==> config.mk <==
export PLATFORM = sky130hd
export DESIGN_NAME = idct_mac_unit
export DESIGN_NICKNAME = d
export VERILOG_FILES = /design/src/rtl/idct_mac_unit.sv
export SDC_FILE = /design/constraint.sdc
export NUM_CORES = 1
export LEC_CHECK = 0
export CAP_MARGIN = 10
export CELL_PAD_IN_SITES_DETAIL_PLACEMENT = 1
export CELL_PAD_IN_SITES_GLOBAL_PLACEMENT = 1
export CORE_MARGIN = 5
export CORE_UTILIZATION = 35
export CTS_BUF_LIST = sky130_fd_sc_hd__clkbuf_16
export DETAILED_ROUTE_END_ITERATION = 12
export HOLD_SLACK_MARGIN = 0.1
export PLACE_DENSITY = 0.66
export SLEW_MARGIN = 20
export SYNTH_ARGS = -nofsm -noshare
export SYNTH_HDL_FRONTEND = slang
export SYNTH_SLANG_ARGS = --single-unit
==> constraint.sdc <==
create_clock -name clk -period 9.1 [get_ports clk]
set_input_delay 0.91 -clock clk [delete_from_list [all_inputs] [get_ports clk]]
set_output_delay 0.91 -clock clk [all_outputs]
set_load 0.02 [all_outputs]
### Routing congestion map

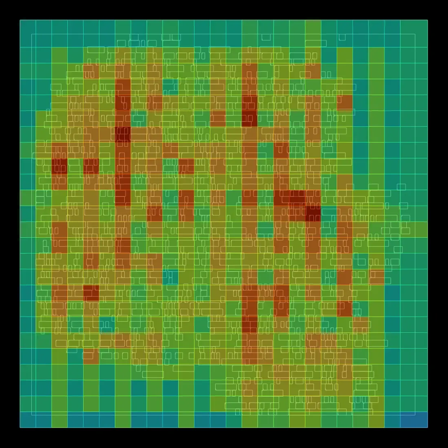
met3 Use GR: 1.811%
met1 Use GR: 23.65%
DR WL/cell: 16.99 µm
Finished Core Util: 39.02%

### The metal 4 layer

(1.5 px per µm) Cells faint in the background.
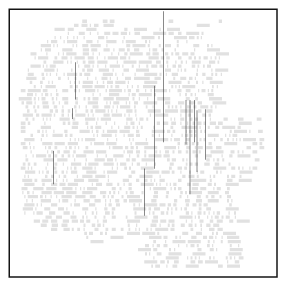
nets with wire on the layer = 10
main direction = vertical
share of all routed wire = 1.6%
vias: 7,611
Routed WL: 25,580 µm

### The metal 1 layer

(2 px per µm) Cells faint in the background.
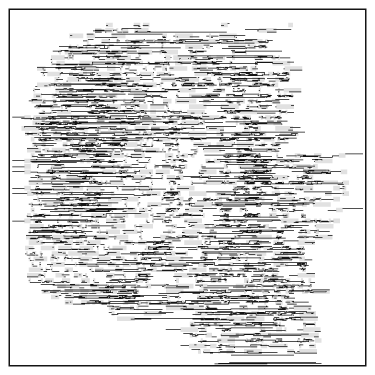
nets with wire on the layer = 1,262
longest straight run = 51.5 µm
main direction = horizontal
share of all routed wire = 49%
wire length on this layer = 12,600 µm

==> results.ini <==
[critical_path]
path_cells=inv_1 -> ha_1 -> nor2_1 -> a22o_1 -> nand2_1 -> fa_1 -> fa_1 -> inv_1 -> fa_1 -> fa_1 -> inv_1 -> fa_1 -> inv_1 -> ha_1 -> a211o_1 -> a211oi_2 -> o31ai_1 -> a211oi_2 -> o21ai_1 -> a2111oi_1 -> nor4b_1 -> or3_1 -> a31o_1
reg2reg_depth=23
critical_path_depth=23
crit_buf_inv=4
cp.arrival_ns=7.74
crit_family=adder cells
crit_type=register to register
slowest_stage=dfrtp_1
required_ns=9.33
max_stage_delay_ns=0.56
worstPathMaxFanout=12
start_kind=register

[grt]
grtUsageTotal_pct=17.01
grt_pass1_wl_um=42970
antenna_found_initial=0
overflow=0
grt_pass1_vias=8278
grt_max_degree=53

[sta]
timing.fmax_mhz=133.1
finalCritPeriodShare_pct=82.54
worst_pin_slew_ns=1.025
slew_headroom_pct=29.70
fin_tns_setup_ns=0
min_period_ns=7.512
fin_ws_ns=1.588
fin_hold_ws_ns=0.4769
slew_violations=0
fin_skew_ns=0.01575
setup_viol=0

[layout]
comb_area_um2=7162
flop-count=76
clock_buffers=9
fill_cells=3243
diodes=0
final_cells=1505
seq_share_pct=17.60
inverters=145
num-nonclk-buffers=41
bufAreaShareNonClock_pct=3.588
layout-drive-gt1-share_pct=6.832
final_area_um2=10810
comb_share_pct=66.25
largest_cell_class=multi-input combinational cells
flop_area_um2=1903
area_delta_synth_final_pct=10.09
largest_register_ffs=28

[outcome]
outcome=finished, final reports clean

[die]
die_h_um=177.5
num_tap_cells=378
io_pins=34
dieArea_um2=31500
coreArea_um2=27710
die_x_um=177.5
fp_util_pct=35.44

[cts]
cts_root_buffer=clkbuf_16
clk-insertion-delay-late_ns=0.35
cts_buffers=9
hold_buffers=0
htree_levels=3
ctsLongestPathBuffers=2
cts_tree=yes
post_cts_buffers=0
cts_resized=0
clk_pin_slew_ns=0.07

[synthesis]
avgSynthCellArea_um2=8.760
ys_seq_share_pct=19.37
edf_count=0
yosys_area_um2=9819
ys_ff=76
netlist.area_leader.share_pct=19.37
ys_types=79
flop_cell=dfrtp_1
top_area_cell=dfrtp_1
syn-num-nets=1340
yosysWarnings=0
async_flop_share_pct=100.0
synth_stat.cells=1121
top_cells_by_count=nand2_1 (160), inv_1 (145), ha_1 (111), fa_1 (92), dfrtp_1 (76)
synth_cells=1121

[place]
gp_congestion=0.8450
numPortBuffers=33
placed_area_um2=10470
dpl.hpwl_um=20750
dpl_worst_slack_ns=1.561

[detailed_routing]
routed_via_density=5.057
drc=0
ant_nets=0
drt_iter0_drc=322
drt-pass1-iter-count=4

[flow_run]
drv_cap=0
warnings=30

[hold_path]
hp-class=primary input to asynchronous set/reset pin

## logic make-up after synthesis
kind of cell	share of synthesized area [%]
and+or+nand+nor	18.30
AOI/OAI and AO/OA	15.05
buffers and inverters	7.747
DFF	19.37
xor gates and xnor gates	4.077
adders and majority gates	32.90
muxes	2.561
## per-layer routing
layer / up-vias / track usage (%) / part of all wire (%)
met5: - / 0 / 0
li1: 3721 / - / -
met1: 3790 / 23.65 / 49
met4: 0 / 3.835 / 1.6
met3: 25 / 1.811 / 2.0
met2: 75 / 28.63 / 47
## placed cells by master (no fill, tap or decap), types with 32 or more instances in the layout
cell             Yosys  final
a21oi_1             40     40
and2_1              61     61
clkdlybuf4s50_1      0     32
dfrtp_1             76     75
fa_1                92     92
ha_1               111    111
inv_1              145    145
nand2_1            160    160
nor2_1              51     51
o21ai_0             65     65
